File: src/rtl/mem_pkg.sv
// mem_pkg: shared data-memory definitions.
//   - Region base constants for the ROM/MMIO/RAM decoder (upper address half).
//   - access_mode_t: load/store width codes; bit 2 marks an unsigned load.
//   - mem_req_t: one master's request bundle, used by the arbiter mux.
//   - rr_pick: round-robin winner selection with a burst allowance.
package mem_pkg;

  localparam logic [15:0] ROM_BASE  = 16'h0000;
  localparam logic [15:0] MMIO_BASE = 16'h7000;
  localparam logic [15:0] RAM_BASE  = 16'h8000;

  typedef enum logic [2:0] {
    MODE_BYTE   = 3'd0,
    MODE_HALF   = 3'd1,
    MODE_WORD   = 3'd2,
    MODE_BYTE_U = 3'd4,
    MODE_HALF_U = 3'd5
  } access_mode_t;

  typedef struct packed {
    logic        enable;
    logic [31:0] address;
    logic        write_enable;
    logic [31:0] write_data;
    logic [2:0]  write_mode;
    logic        read_enable;
    logic [2:0]  read_mode;
  } mem_req_t;

  // Returns the winning master index. With both requesting, the last winner
  // keeps the port while it still has burst allowance, otherwise it rotates.
  // With no request the result is don't-care; last is returned.
  function automatic logic rr_pick(input logic [1:0] req, input logic last,
                                   input logic burst_ok);
    case (req)
      2'b01:   return 1'b0;
      2'b10:   return 1'b1;
      2'b11:   return burst_ok ? last : ~last;
      default: return last;
    endcase
  endfunction

endpackage

File: src/rtl/dmem_arbiter.sv
// dmem_arbiter: shares the single data-memory port between M0 (CPU data
// port) and M1 (boot loader / DMA). Grant is combinational from registered
// arbitration state; the winner's request passes straight to dmem_* in the
// same cycle, and 1-cycle read data is steered back to the issuing master.
//
// Ports:
//   clk, reset_n          clock, synchronous active-low reset
//   mX_* (X = 0, 1)       master request in; read_data/rvalid/wait out
//   dmem_*                downstream request out; dmem_read_data/dmem_wait in
//
// Registered state:
//   last      | last granted master (0 = M0, 1 = M1)
//   burst_cnt | consecutive accepts by last, saturating at 15
//   locked    | a stalled grant is pinned to last until accepted
//   rsp_valid | read accepted last cycle, data returns now
//   rsp_owner | master that issued that read
module dmem_arbiter
  import mem_pkg::*;
#(
  parameter int unsigned MAX_BURST   = 4,
  parameter bit          M0_PRIORITY = 1'b1
) (
  input  logic        clk,
  input  logic        reset_n,

  input  logic        m0_enable,
  input  logic [31:0] m0_address,
  input  logic        m0_write_enable,
  input  logic [31:0] m0_write_data,
  input  logic [2:0]  m0_write_mode,
  input  logic        m0_read_enable,
  input  logic [2:0]  m0_read_mode,
  output logic [31:0] m0_read_data,
  output logic        m0_rvalid,
  output logic        m0_wait,

  input  logic        m1_enable,
  input  logic [31:0] m1_address,
  input  logic        m1_write_enable,
  input  logic [31:0] m1_write_data,
  input  logic [2:0]  m1_write_mode,
  input  logic        m1_read_enable,
  input  logic [2:0]  m1_read_mode,
  output logic [31:0] m1_read_data,
  output logic        m1_rvalid,
  output logic        m1_wait,

  output logic        dmem_enable,
  output logic [31:0] dmem_address,
  output logic        dmem_write_enable,
  output logic [31:0] dmem_write_data,
  output logic [2:0]  dmem_write_mode,
  output logic        dmem_read_enable,
  output logic [2:0]  dmem_read_mode,
  input  logic [31:0] dmem_read_data,
  input  logic        dmem_wait
);

  logic       last;
  logic [3:0] burst_cnt;
  logic       locked;
  logic       rsp_valid;
  logic       rsp_owner;

  mem_req_t   req0, req1, gnt_req;
  logic [1:0] req_vec;
  logic       burst_ok;
  logic       winner;
  logic       gnt;
  logic       accept;

  assign req0 = '{enable: m0_enable, address: m0_address,
                  write_enable: m0_write_enable, write_data: m0_write_data,
                  write_mode: m0_write_mode, read_enable: m0_read_enable,
                  read_mode: m0_read_mode};
  assign req1 = '{enable: m1_enable, address: m1_address,
                  write_enable: m1_write_enable, write_data: m1_write_data,
                  write_mode: m1_write_mode, read_enable: m1_read_enable,
                  read_mode: m1_read_mode};

  always_comb begin
    req_vec  = {m1_enable, m0_enable};
    burst_ok = (burst_cnt < 4'(MAX_BURST));
    winner   = locked ? last : rr_pick(req_vec, last, burst_ok);
    // rr_pick only returns a non-requester when nobody requests, so this
    // also covers "no grant" on an idle cycle.
    gnt      = reset_n && req_vec[winner];
    accept   = gnt && !dmem_wait;
    gnt_req  = '0;
    if (gnt) gnt_req = winner ? req1 : req0;

    if (!reset_n)                   m0_wait = m0_enable;
    else if (!m0_enable)            m0_wait = 1'b0;
    else if (gnt && winner == 1'b0) m0_wait = dmem_wait;
    else                            m0_wait = 1'b1;

    if (!reset_n)                   m1_wait = m1_enable;
    else if (!m1_enable)            m1_wait = 1'b0;
    else if (gnt && winner == 1'b1) m1_wait = dmem_wait;
    else                            m1_wait = 1'b1;
  end

  assign dmem_enable       = gnt_req.enable;
  assign dmem_address      = gnt_req.address;
  assign dmem_write_enable = gnt_req.write_enable;
  assign dmem_write_data   = gnt_req.write_data;
  assign dmem_write_mode   = gnt_req.write_mode;
  assign dmem_read_enable  = gnt_req.read_enable;
  assign dmem_read_mode    = gnt_req.read_mode;

  // Response outputs are gated by reset_n directly so a read accepted just
  // before reset never produces a pulse while reset is held.
  assign m0_rvalid    = reset_n && rsp_valid && (rsp_owner == 1'b0);
  assign m1_rvalid    = reset_n && rsp_valid && (rsp_owner == 1'b1);
  assign m0_read_data = m0_rvalid ? dmem_read_data : 32'd0;
  assign m1_read_data = m1_rvalid ? dmem_read_data : 32'd0;

  always_ff @(posedge clk) begin
    if (!reset_n) begin
      last      <= ~M0_PRIORITY;
      burst_cnt <= 4'd0;
      locked    <= 1'b0;
      rsp_valid <= 1'b0;
      rsp_owner <= 1'b0;
    end else begin
      rsp_valid <= accept && gnt_req.read_enable;
      if (accept) rsp_owner <= winner;

      if (accept) begin
        last      <= winner;
        locked    <= 1'b0;
        if (winner == last)
          burst_cnt <= (burst_cnt == 4'd15) ? 4'd15 : burst_cnt + 4'd1;
        else
          burst_cnt <= 4'd1;
      end else if (gnt) begin
        // Stalled grant: pin it so contention cannot move it mid-stall.
        locked <= 1'b1;
        last   <= winner;
      end else if (req_vec == 2'b00) begin
        burst_cnt <= 4'd0;
      end
    end
  end

endmodule

File: config.mk
export PLATFORM = sky130hd
export DESIGN_NAME = dmem_arbiter
export DESIGN_NICKNAME = d
export VERILOG_FILES = /design/src/rtl/mem_pkg.sv /design/src/rtl/dmem_arbiter.sv
export SDC_FILE = /design/constraint.sdc
export NUM_CORES = 1
export LEC_CHECK = 0
export CORE_AREA = 10 10 118 120
export CTS_CLUSTER_DIAMETER = 100
export DETAILED_ROUTE_END_ITERATION = 16
export DIE_AREA = 0 0 128 130
export PLACE_DENSITY = 0.62
export SYNTH_ARGS = -nofsm -noshare
export SYNTH_HDL_FRONTEND = slang
export SYNTH_SLANG_ARGS = --single-unit
File: constraint.sdc
create_clock -name clk -period 2.4 [get_ports clk]
set_input_delay 0.48 -clock clk [delete_from_list [all_inputs] [get_ports clk]]
set_output_delay 0.48 -clock clk [all_outputs]
set_load 0.005 [all_outputs]
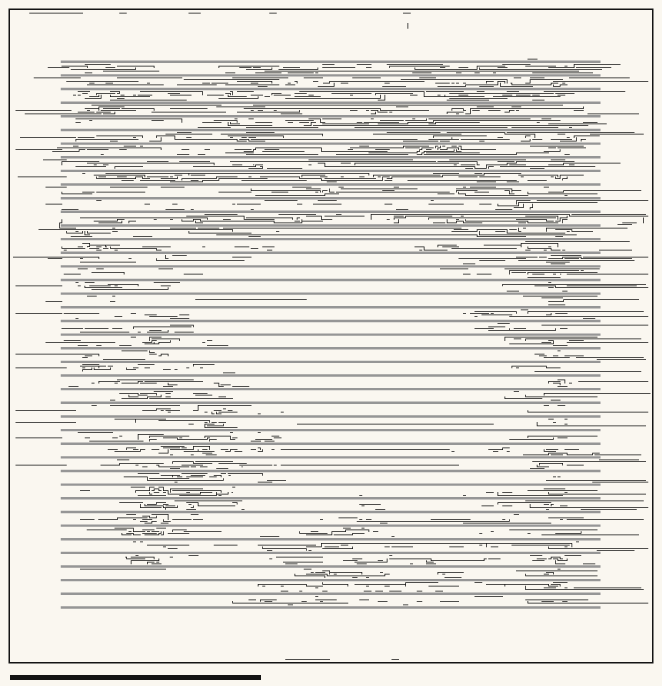
(run_1/m1.png)
Scale bar: 50 um. Supply wires on this layer in grey.
share of all routed wire: 38%
longest straight run: 62.6 um
nets with wire on the layer: 699
main direction: horizontal
wire length on this layer: 6500 um

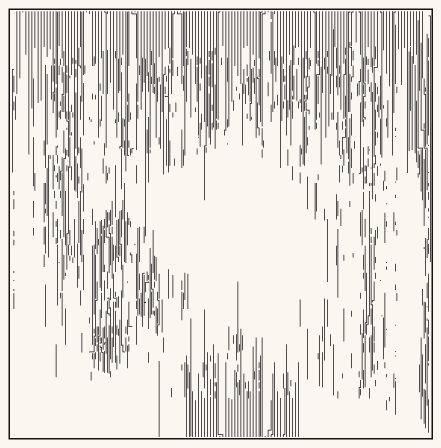
(run_1/m2.png)
wire length on this layer: 8670 um
main direction: vertical

==> flow_summary.yaml, run 1 <==
# physical design summary
outcome:
  outcome: "completed"
clock_network:
  cts_hold_buf: 0
  cts_tree: "built"
  h-tree-depth: 1
  cts_sinks: 8
  cts_buffers: 3
  cts_root_buffer: "clkbuf_16"
layout:
  num_antenna_cells: 2
  clkbuf_count: 3
  sh_comb_area_pct: 26.8
  seq_share_pct: 2.94
  ff_count: 8
  areaGrowthSynthToFinish_pct: 216
  n_fill_cell: 1154
  nMultiInputCombCells: 197
  final_cell_mix: "219 x clkdlybuf4s50_1, 66 x a22o_1, 65 x and2_1"
  clock_area_share_pct: 1.34
  buffers: 378
worst_setup_path:
  startpoint: "burst_cnt[3]"
  crit_chain: "o21ba_4 > and3b_4 > nor3_4 > buf_12 > buf_6 > buf_16 > a22o_1 > clkdlybuf4s15_2"
  timing.rr.start: "locked"
  crit_path_end: "dmem_write_data[5]"
  r2r_cells: 6
  critPathMaxStageDelay_ns: 0.35
  crit_arrival_ns: 1.89
  start_kind: "register"
floorplanning:
  core-area_um2: 11700
  ios: 322
  chipArea_um2: 16600
  nWellTaps: 147
  chipWidth_um: 128
  initial_core_util_pct: 15.2
placement:
  dp.cells: 702
  io_buffers: 321
logic_synthesis:
  synth_nets: 416
  syn_avg_cell_area_um2: 7.61
  ys_cells: 234
  ff_type: "dfxtp_1"
  ys_top_cells_by_area: "a22o_1 34%, and2_1 23%, dfxtp_1 9.0%"
  syn_area_um2: 1780
  aoi_share_pct: 45.7
  synthSimpleGateAreaFrac_pct: 33.1
  most_common_cell: "a22o_1"
  top_area_cell: "a22o_1"
  ys_async_sr_fraction_pct: 0
  yosys.area_share.adder_pct: 0.703
  synth-area-yosys_um2: 1780
  synth_flops: 8
grt:
  grt_max_degree: 34
  grt_pass1_wl_um: 23800
job:
  drv_cap: 0
routing:
  ant_nets: 0
  wl_um: 17000
  post-route-drc-count: 0
  routed-via-count: 3330
timing:
  period_used_pct: 98.9
  maxSlewHeadroom_pct: 75.7
  max_freq_mhz: 421
  rsz0062_at_grt: "true"
  finalHoldViolations: 0
  fin_crit_ns: 2.37
  worst_pin_slew_ns: 0.362
power_and_ir_drop:
  p_clk_share_pct: 23.3
  switching_share_pct: 27.8
  clock_net_power_w: 0.000286
min_path:
  hold_class: "reg2reg"
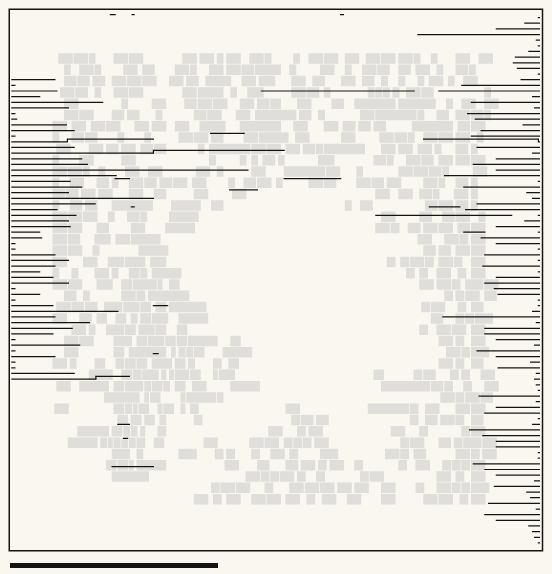
(run_1/m3.png)
Scale bar: 50 um. Cells faint in the background.
share of all routed wire: 9.6%
wire length on this layer: 1630 um
longest straight run: 56.8 um
nets with wire on the layer: 158

run 1: sequential cells by signal, indices dropped and copies added (netlist names):
signal,cells
rsp_owner,1
last,1
burst_cnt,4
rsp_valid,1
locked,1
run 1: through the flow:
stage          utilization [%]  cell area [um^2]  hold WS, ns  TNS, ns  total power (W)
6_report                  48.0              5620        0.484        0          0.00123
5_1_grt                   47.9              5610        0.509  -0.0376          0.00129
4_1_cts                   49.5              5800        0.486        0          0.00126
3_5_place_dp              45.0              5270        0.479   -64.45         0.000896
3_3_place_gp              45.0              5270        0.472   -62.76         0.000889
2_1_floorplan                -              1780        0.452        0         0.000337
run 1: layer usage:
metal  wire length (um)  track usage, %  up-vias
li1                   -               -     1601
met1               6490            20.9     1543
met2               8670            32.9      169
met3               1630            7.14       13
met4                167            2.45        4
met5                 32               0        -
==> inputs of run 2 (changes only) <==
--- a/config.mk
+++ b/config.mk
@@ -6,6 +6,7 @@
 export NUM_CORES = 1
 export LEC_CHECK = 0
 export CORE_AREA = 10 10 118 120
+export CTS_BUF_LIST = sky130_fd_sc_hd__clkbuf_4
 export CTS_CLUSTER_DIAMETER = 100
 export DETAILED_ROUTE_END_ITERATION = 16
 export DIE_AREA = 0 0 128 130
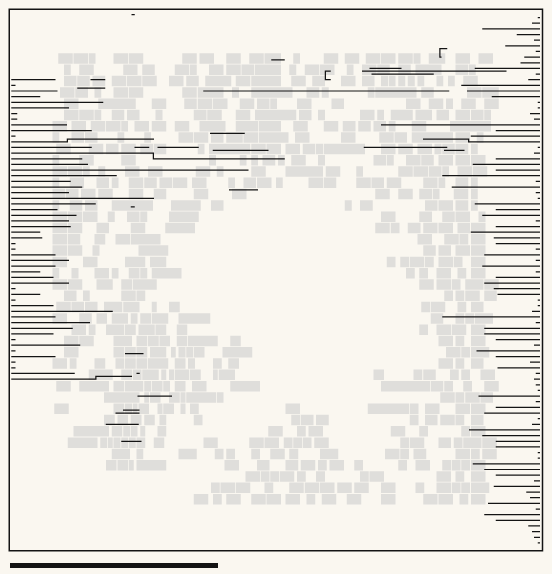
(run_2/m3.png)
Scale bar: 50 um. Cells faint in the background.
wire length on this layer: 1710 um
nets with wire on the layer: 165
main direction: horizontal
longest straight run: 58.9 um
routed wire length: 17100 um
Vias: 3400

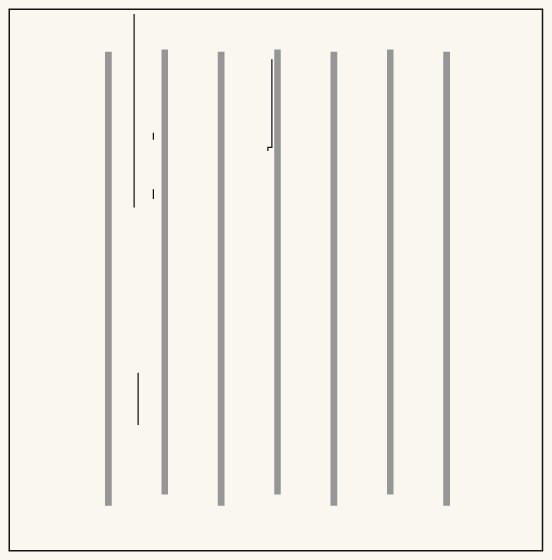
(run_2/m4.png)
Supply wires on this layer in grey.
longest straight run: 46.2 um
wire length on this layer: 84.6 um

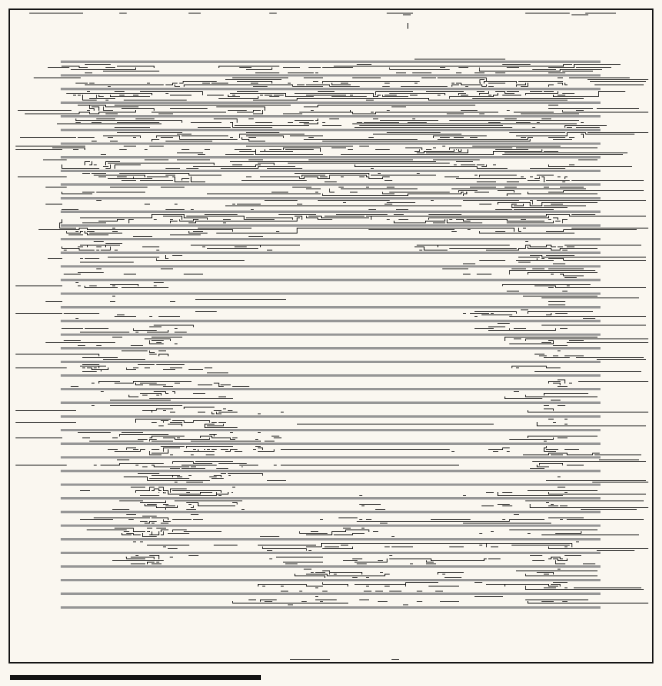
(run_2/m1.png)
Scale bar: 50 um. Supply wires on this layer in grey.
share of all routed wire: 38%
wire length on this layer: 6430 um

==> flow_summary.yaml, run 2 <==
# physical design summary
worst_setup_path:
  r2r_cells: 6
  startpoint: "burst_cnt[3]"
  start_kind: "register"
  crit_arrival_ns: 1.95
  crit_path_end: "dmem_write_data[23]"
  timing.rr.start: "locked"
layout:
  clock_area_share_pct: 0.402
  fin_util_pct: 47.8
  largest_reg_flops: 4
  nMultiInputCombCells: 197
  sh_comb_area_pct: 27.0
  final_cell_area_um2: 5600
  areaGrowthSynthToFinish_pct: 215
  seq_share_pct: 3.01
floorplanning:
  chipArea_um2: 16600
  nWellTaps: 147
routing:
  ant_nets: 0
placement:
  io_buffers: 321
  dpl_cell_area_um2: 5270
clock_network:
  cts_sinks: 8
  cts_root_buffer: "clkbuf_4"
  h-tree-depth: 1
logic_synthesis:
  synth_flops: 8
  syn_area_um2: 1780
  ys_async_sr_fraction_pct: 0
  syn_avg_cell_area_um2: 7.61
  yosys.area_share.adder_pct: 0.703
  synthSimpleGateAreaFrac_pct: 33.1
  synth_nets: 416
  top_area_cell: "a22o_1"
  most_common_cell: "a22o_1"
  ys_top_cells_by_area: "a22o_1 34%, and2_1 23%, dfxtp_1 9.0%"
timing:
  totalNegativeSetupSlack_ns: -0.124
  max_freq_mhz: 412
  period_used_pct: 101
  hold_ws_ns: 0.487
  worst_slack_ns: -0.0300
  finalSetupViolations: 12
  worst_pin_slew_ns: 0.321
outcome:
  failed_checks: "setup timing"
  outcome: "complete, but fails checks"
min_path:
  hold_class: "reg2reg"
job:
  drv_cap: 0
power_and_ir_drop:
  clock_net_power_w: 0.000109
  power.total_w: 0.00106
grt:
  grt_max_degree: 34
## run 2: cell types whose count changed in the layout (fill, tap and decap cells not counted), moves of 2 or more
cell / delta
buf_6: +2
clkbuf_16: -2
buf_16: -2
clkbuf_4: +3
buf_2: +15
clkbuf_2: -18
buf_8: +3
## run 2: kinds of logic (layout without fill, tap and decap cells)
group	after synthesis	count (layout)
flip-flops	8	8
adder cells (fa/ha/maj)	1	1
AND-OR/OR-AND	98	98
other	0	3
buffers and inverters	29	383
AND/OR/NAND/NOR	96	96
multiplexers	2	2
## run 2: metal layers
layer	global-route usage (%)	up-vias	share of wire, %
li1	-	1609	-
met1	21.1	1589	38
met2	33.1	187	52
met3	6.90	11	10
met4	1.26	4	0.49
met5	0	-	0.19
Power figures rest on the tool's default switching activity, not on a simulated workload.
